==> config.mk <==
export PLATFORM = sky130hd
export DESIGN_NAME = vec_dot_tx
export DESIGN_NICKNAME = d
export VERILOG_FILES = /design/src/rtl/vec_pkg.sv /design/src/rtl/uart_byte_sender.sv /design/src/rtl/vec_dot_tx.sv
export SDC_FILE = /design/constraint.sdc
export NUM_CORES = 1
export LEC_CHECK = 0
export CAP_MARGIN = 15
export CORE_ASPECT_RATIO = 1.25
export CORE_MARGIN = 2
export CORE_UTILIZATION = 55
export CTS_CLUSTER_DIAMETER = 30
export DETAILED_ROUTE_END_ITERATION = 8
export PLACE_DENSITY = 0.8
export SLEW_MARGIN = 0
export SYNTH_ARGS = -nofsm -noshare
export SYNTH_HDL_FRONTEND = slang
export SYNTH_SLANG_ARGS = --single-unit
==> constraint.sdc <==
create_clock -name clk -period 8.38 [get_ports clk]
set_input_delay 1.676 -clock clk [delete_from_list [all_inputs] [get_ports clk]]
set_output_delay 1.676 -clock clk [all_outputs]
set_load 0.05 [all_outputs]
==> src/rtl/vec_pkg.sv <==
// Shared definitions for the vector dot-product transmitter and the B loader.
//
// Contents:
//   state_t  - control states for the dot-product / byte-transmit sequence
//   calc_rw  - bit width of an N-element, W-bit unsigned dot product
//   calc_nb  - number of bytes needed to carry a calc_rw-bit result
package vec_pkg;

    typedef enum logic [2:0] {
        IDLE    = 3'd0,
        MAC     = 3'd1,
        LOAD    = 3'd2,
        WAIT_HI = 3'd3,
        WAIT_LO = 3'd4,
        DONE    = 3'd5
    } state_t;

    // Each product needs 2w bits. Summing n of them adds clog2(n) bits.
    function automatic int calc_rw(input int n, input int w);
        return 2 * w + $clog2(n);
    endfunction

    function automatic int calc_nb(input int n, input int w);
        return (calc_rw(n, w) + 7) / 8;
    endfunction

endpackage

==> src/rtl/uart_byte_sender.sv <==
// Byte sequencer that pushes a multi-byte result into a UART transmitter,
// most significant byte first, using the transmitter's busy handshake.
//
// Ports:
//   clk, reset - clock and synchronous active-high reset
//   send       - one-cycle request to start sending data (must arrive in IDLE)
//   data       - RW-bit value to send; held stable by the owner while sending
//   tx_busy    - transmitter busy flag
//   tx_start   - one-cycle launch pulse for tx_data
//   tx_data    - byte being launched, zero when tx_start is low
//   finished   - combinational pulse in the cycle the last byte completes
module uart_byte_sender
    import vec_pkg::*;
#(
    parameter int RW = 18,
    parameter int NB = 3
) (
    input  logic          clk,
    input  logic          reset,
    input  logic          send,
    input  logic [RW-1:0] data,
    input  logic          tx_busy,
    output logic          tx_start,
    output logic [7:0]    tx_data,
    output logic          finished
);

    localparam int PW = NB * 8;
    localparam int KW = (NB > 1) ? $clog2(NB) : 1;

    state_t        state;
    state_t        state_next;
    logic [KW-1:0] k;
    logic [KW-1:0] k_next;
    logic [PW-1:0] padded;

    // Zero-pad the result up to a whole number of bytes so byte k can be
    // taken with a plain shift.
    assign padded = PW'(data);

    always_ff @(posedge clk) begin
        if (reset) begin
            state <= IDLE;
            k     <= '0;
        end else begin
            state <= state_next;
            k     <= k_next;
        end
    end

    // tx_start is decoded from LOAD so it can only fire when the transmitter
    // is idle; the WAIT_HI state that always follows keeps it from firing on
    // two consecutive cycles. It is also suppressed during reset so an abort
    // cannot launch a byte in the reset cycle.
    always_comb begin
        state_next = state;
        k_next     = k;
        tx_start   = 1'b0;
        tx_data    = 8'h00;
        finished   = 1'b0;
        case (state)
            IDLE: begin
                if (send) begin
                    state_next = LOAD;
                    k_next     = KW'(NB - 1);
                end
            end
            LOAD: begin
                if (!tx_busy) begin
                    state_next = WAIT_HI;
                    if (!reset) begin
                        tx_start = 1'b1;
                        tx_data  = 8'(padded >> {k, 3'b000});
                    end
                end
            end
            WAIT_HI: begin
                if (tx_busy) begin
                    state_next = WAIT_LO;
                end
            end
            WAIT_LO: begin
                if (!tx_busy) begin
                    if (k != '0) begin
                        k_next     = k - KW'(1);
                        state_next = LOAD;
                    end else begin
                        finished   = 1'b1;
                        state_next = IDLE;
                    end
                end
            end
            default: begin
                state_next = IDLE;
            end
        endcase
    end

endmodule

==> src/rtl/vec_dot_tx.sv <==
// Computes the unsigned dot product of two N-element vectors with one
// multiply-accumulate per cycle, then transmits the result over a UART
// byte interface, most significant byte first.
//
// Ports:
//   clk, reset - clock and synchronous active-high reset
//   start      - one-cycle request, accepted only in IDLE
//   A, B       - operand vectors, element i at [i]; snapshotted on start
//   tx_busy    - UART transmitter busy flag
//   tx_start   - one-cycle launch pulse for tx_data
//   tx_data    - byte to transmit, valid with tx_start
//   busy       - high while an accepted request is in progress
//   done       - one-cycle pulse after the last byte completes
//   result     - last computed dot product
module vec_dot_tx
    import vec_pkg::*;
#(
    parameter  int N  = 4,
    parameter  int W  = 8,
    localparam int RW = calc_rw(N, W),
    localparam int NB = calc_nb(N, W)
) (
    input  logic                clk,
    input  logic                reset,
    input  logic                start,
    input  logic [N-1:0][W-1:0] A,
    input  logic [N-1:0][W-1:0] B,
    input  logic                tx_busy,
    output logic                tx_start,
    output logic [7:0]          tx_data,
    output logic                busy,
    output logic                done,
    output logic [RW-1:0]       result
);

    localparam int IW = $clog2(N);

    state_t               state;
    state_t               state_next;
    logic [N-1:0][W-1:0]  a_q;
    logic [N-1:0][W-1:0]  b_q;
    logic [RW-1:0]        acc;
    logic [RW-1:0]        acc_sum;
    logic [2*W-1:0]       prod;
    logic [IW-1:0]        idx;
    logic                 last_mac;
    logic                 send;
    logic                 finished;

    // Operands are widened before multiplying so the full 2W-bit product
    // is kept; the accumulator has clog2(N) spare bits so it cannot wrap.
    assign prod     = {{W{1'b0}}, a_q[idx]} * {{W{1'b0}}, b_q[idx]};
    assign acc_sum  = acc + {{(RW - 2 * W){1'b0}}, prod};
    assign last_mac = (idx == IW'(N - 1));

    always_ff @(posedge clk) begin
        if (reset) begin
            state <= IDLE;
        end else begin
            state <= state_next;
        end
    end

    // While the sender walks its own LOAD/WAIT_HI/WAIT_LO sequence this
    // controller simply parks in LOAD until the sender reports the final byte.
    always_comb begin
        state_next = state;
        send       = 1'b0;
        busy       = 1'b0;
        done       = 1'b0;
        case (state)
            IDLE: begin
                if (start) begin
                    state_next = MAC;
                end
            end
            MAC: begin
                busy = 1'b1;
                if (last_mac) begin
                    send       = 1'b1;
                    state_next = LOAD;
                end
            end
            LOAD: begin
                busy = 1'b1;
                if (finished) begin
                    state_next = DONE;
                end
            end
            DONE: begin
                busy       = 1'b1;
                done       = !reset;
                state_next = IDLE;
            end
            default: begin
                state_next = IDLE;
            end
        endcase
    end

    // Snapshotting A and B on start decouples the computation from later
    // changes by the upstream loader. result is written only on the final
    // MAC step, so it stays stable for the whole transmit phase.
    always_ff @(posedge clk) begin
        if (reset) begin
            a_q    <= '0;
            b_q    <= '0;
            acc    <= '0;
            idx    <= '0;
            result <= '0;
        end else if (state == IDLE && start) begin
            a_q <= A;
            b_q <= B;
            acc <= '0;
            idx <= '0;
        end else if (state == MAC) begin
            acc <= acc_sum;
            idx <= idx + IW'(1);
            if (last_mac) begin
                result <= acc_sum;
            end
        end
    end

    uart_byte_sender #(
        .RW(RW),
        .NB(NB)
    ) u_sender (
        .clk      (clk),
        .reset    (reset),
        .send     (send),
        .data     (result),
        .tx_busy  (tx_busy),
        .tx_start (tx_start),
        .tx_data  (tx_data),
        .finished (finished)
    );

endmodule
wires.png
Scale bar: 20 um. Only two layers are drawn.
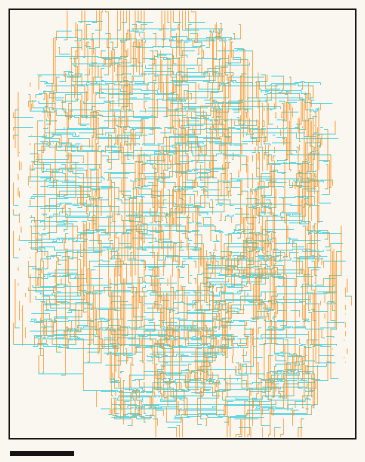
layer	colour	wire length
metal 1	cyan	7310 um
metal 2	orange	8590 um

layer_met2.png
Scale bar: 20 um.
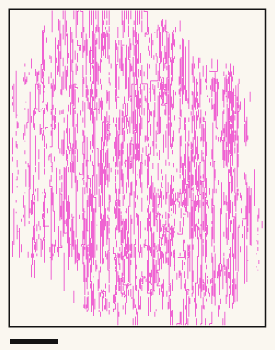
nets with wire on the layer	913
wire length on this layer	8590 um
share of all routed wire	50%
longest straight run	46.4 um

layer_met3.png
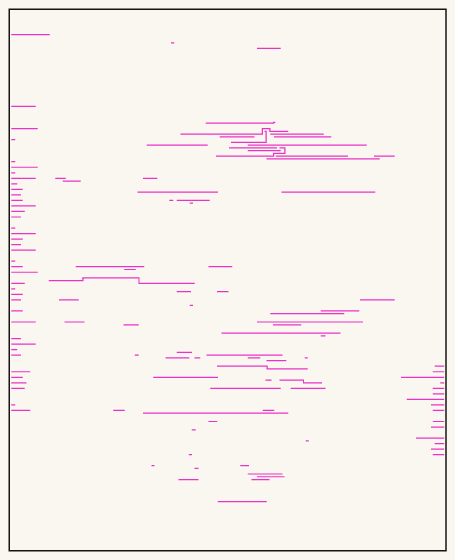
nets with wire on the layer	98
main direction	horizontal
longest straight run	35.4 um
wire length on this layer	845 um
detailed-route via count: 6160
Post-Route WL: 17100 um
met3 global-route usage: 3.74%

==> impl_metrics.yaml <==
# flow metrics
hold_path:
  worst_hold_path.endpoint: "b_q[29]$_SDFFE_PP0P_"
  holdCritStartpoint: "b_q[29]$_SDFFE_PP0P_"
place:
  number_of_placed_instances_taps_included: 1114
  dpl_cell_area_mm2: 0.00834
  gp_congestion: 0.883
  port_buffers: 96
  dp.final_hpwl_um: 12900
layout:
  layout-drive-gt1-share_pct: 5.00
  antenna_diode_count: 0
  flow.area_growth_from_synthesis_pct: 19.0
  finalNonFillerCells: 1131
  layout.nets: 1115
worst_setup_path:
  r2r_end: "result[16]$_SDFFE_PP0P_"
  cpPeakStageDelay_ps: 860
  cp_common_cell: "fa_1"
  critPathTopFamily: "adder cells"
  regToRegSetupSlack_ps: 2540
  crit_required_ps: 8680
  critical_path.max_fanout: 18
  startpoint_of_the_worst_register_to_register_path: "idx[1]$_SDFFE_PP0P_"
cts:
  hold_buffers: 0
  clock_root_buffer_master: "clkbuf_16"
  clkTransAtPathRegs_ps: 70
  tritoncts: "done"
grt:
  grtUsageTotal_pct: 24.9
  grt.overflow.total: 0
  grt_antenna_before_repair: 0
sta:
  report.final.hold_viol_count: 0
  relSlewSlack_pct: 28.0
  holdWs_ps: 458
  period_used_pct: 69.7
  fin_tns_setup_ps: 0
  final-max-slew-violation-count: 0
yosys:
  syn_area_mm2: 0.00731
  synth_stat.cells: 888
  net_count_after_synthesis: 1048
  yosysChipArea_mm2: 0.00731
  seq_area_frac_synth_pct: 30.1
  yosysTopAreaCellShare_pct: 30.1
  share_of_flip_flops_with_an_asynchronous_set_or_reset_after_synthesis_pct: 0
  syn_avg_cell_area_um2: 8.23
  synth_cell_types: 57
  yosys_warnings: 0
  topCellsByArea: "dfxtp_1 30%, fa_1 14%, nand2_1 11%"
pwr:
  worst_ir_drop_vdd_mv: 0.0835
  power_density_mw_per_mm2: 140
  design_power_total_mw: 1.22
run:
  tool_warnings: 26
  maxCapViolCount: 0
routing:
  route.met2.wl_um: 8590
  m1_wl_um: 7310
  avg_wl_per_cell_um: 15.1
  detail_route.drc_violations: 0
  uppermost_routed_layer: "met4"
  drt_pre_antenna_iters: 5
floorplan:
  io-pin-count: 97
  floorplan.rows: 47
  die-height_um: 133
outcome:
  run_status: "complete, no violations"
clocks.png
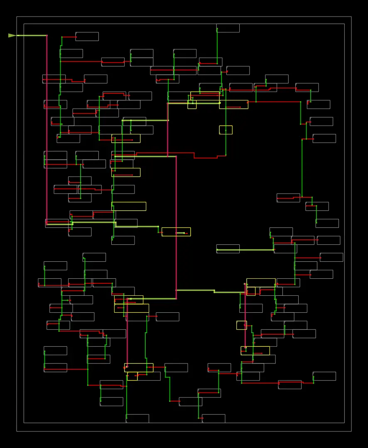
tally of clock buffers in the finished layout: 9
total CTS buffers: 9
final setup skew: 14.4 ps
sequential cells: 110
source-to-sink clock delay at the later pin of the worst-skew pair: 360 ps

power_grid.png
Scale bar: 20 um. Pins as bars on the die edge.
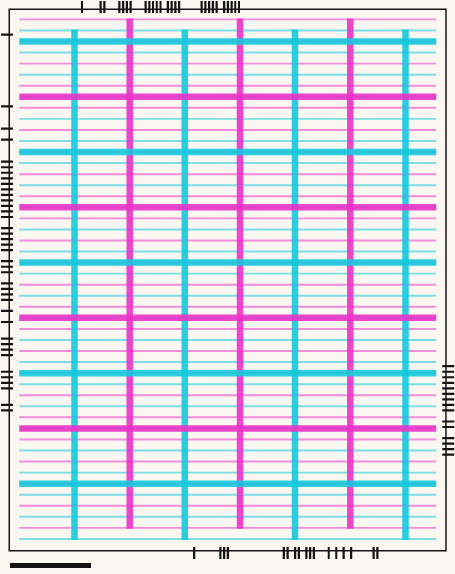
net	colour
VSS	cyan
VDD	magenta
met1 rails	48
met5 straps	9

==> registers in the layout, summed over array words and instances, names as in the netlist <==
signal,flops
a_q,32
acc,18
b_q,32
idx,2
result,18
state,3
u_sender.k,2
u_sender.state,3
==> worst register-to-register path, delay by kind of cell (launching register included) <==
family | cells | cell delay [ps]
mux | 1 | 520
flops | 1 | 860
simple gates | 3 | 520
fa+ha+maj | 5 | 2490
compound gates | 4 | 1310
buf+inv | 2 | 100
==> routing by layer <==
metal	track usage, %	vias to the layer above
met5	0	-
met4	8.66	0
li1	-	3036
met1	32.3	2921
met3	3.74	32
met2	42.0	171
==> cells by family after synthesis <==
logic type / after synthesis / share of synthesized area, %
flops: 110 / 30.1
compound gates: 153 / 12.2
xor+xnor: 4 / 0.480
simple gates: 358 / 22.3
fa+ha+maj: 92 / 20.9
mux: 27 / 6.46
buf+inv: 144 / 7.48
==> cell usage in the layout (no fill, tap or decap), types with 2 or more instances in the layout <==
master           count
xnor2_1              3
dfxtp_1            110
inv_6                2
or3_1                7
clkdlybuf4s50_1     95
a21o_1               8
nand4_1              3
ha_1                42
nor4_1               2
buf_4                3
o21a_1               5
nor3_1               9
o21ai_0             14
nand2b_1             8
nor2_1              25
clkbuf_16            9
mux2i_1             10
nor3b_1              5
a21oi_1             97
and2_1              40
bufinv_16            2
nand3b_1             5
and3_1               3
o22ai_1              4
inv_1              100
fa_1                50
nand2_1            215
o21bai_1             2
a31oi_1              2
mux4_2              16
clkinvlp_4           2
or4_1                2
a211oi_1             3
nand3_1             24
a21boi_0             2
==> worst max-delay path by stage <==
stage          slack, ps                      end                start  cells past startpoint
4_1_cts             2150  result[16]$_SDFFE_PP0P_  idx[0]$_SDFFE_PP0P_                     15
3_5_place_dp        2300  result[16]$_SDFFE_PP0P_  idx[0]$_SDFFE_PP0P_                     15
5_1_grt             2300  result[16]$_SDFFE_PP0P_  idx[1]$_SDFFE_PP0P_                     15
3_3_place_gp        2440  result[16]$_SDFFE_PP0P_  idx[0]$_SDFFE_PP0P_                     15
6_report            2540  result[16]$_SDFFE_PP0P_  idx[1]$_SDFFE_PP0P_                     15
2_1_floorplan       2120               tx_data[2]              tx_busy                      4
==> Yosys cell counts (5+ instances only) <==
library cell	number
mux2i_1	10
ha_1	42
clkbuf_1	35
o21ai_0	14
nor3b_1	6
inv_1	100
or3_1	8
nand3b_1	5
nand3_1	24
nor2_1	25
a21oi_1	97
dfxtp_1	110
buf_2	5
nand2_1	215
nor3_1	10
and2_1	40
mux4_2	16
fa_1	50
nand2b_1	8
o21a_1	5
a21o_1	8
==> where the power goes <==
| group | internal (mW) | switching [mW] | leakage [nW] |
|---|---|---|---|
| combinational | 0.0814 | 0.101 | 2.58 |
| sequential | 0.543 | 0.0135 | 0.896 |
| clock | 0.267 | 0.213 | 0.155 |
==> final cells by class <==
cell class                      instances  area [um^2]
Clock buffer                            9          225
Clock inverter                          7          104
Fill cell                            1096         4420
Inverter                              100          375
Multi-Input combinational cell        634         4570
Sequential cell                       110         2200
Tap cell                              171          214
Timing Repair Buffer                  100         1010
Power figures rest on the tool's default switching activity, not on a simulated workload.
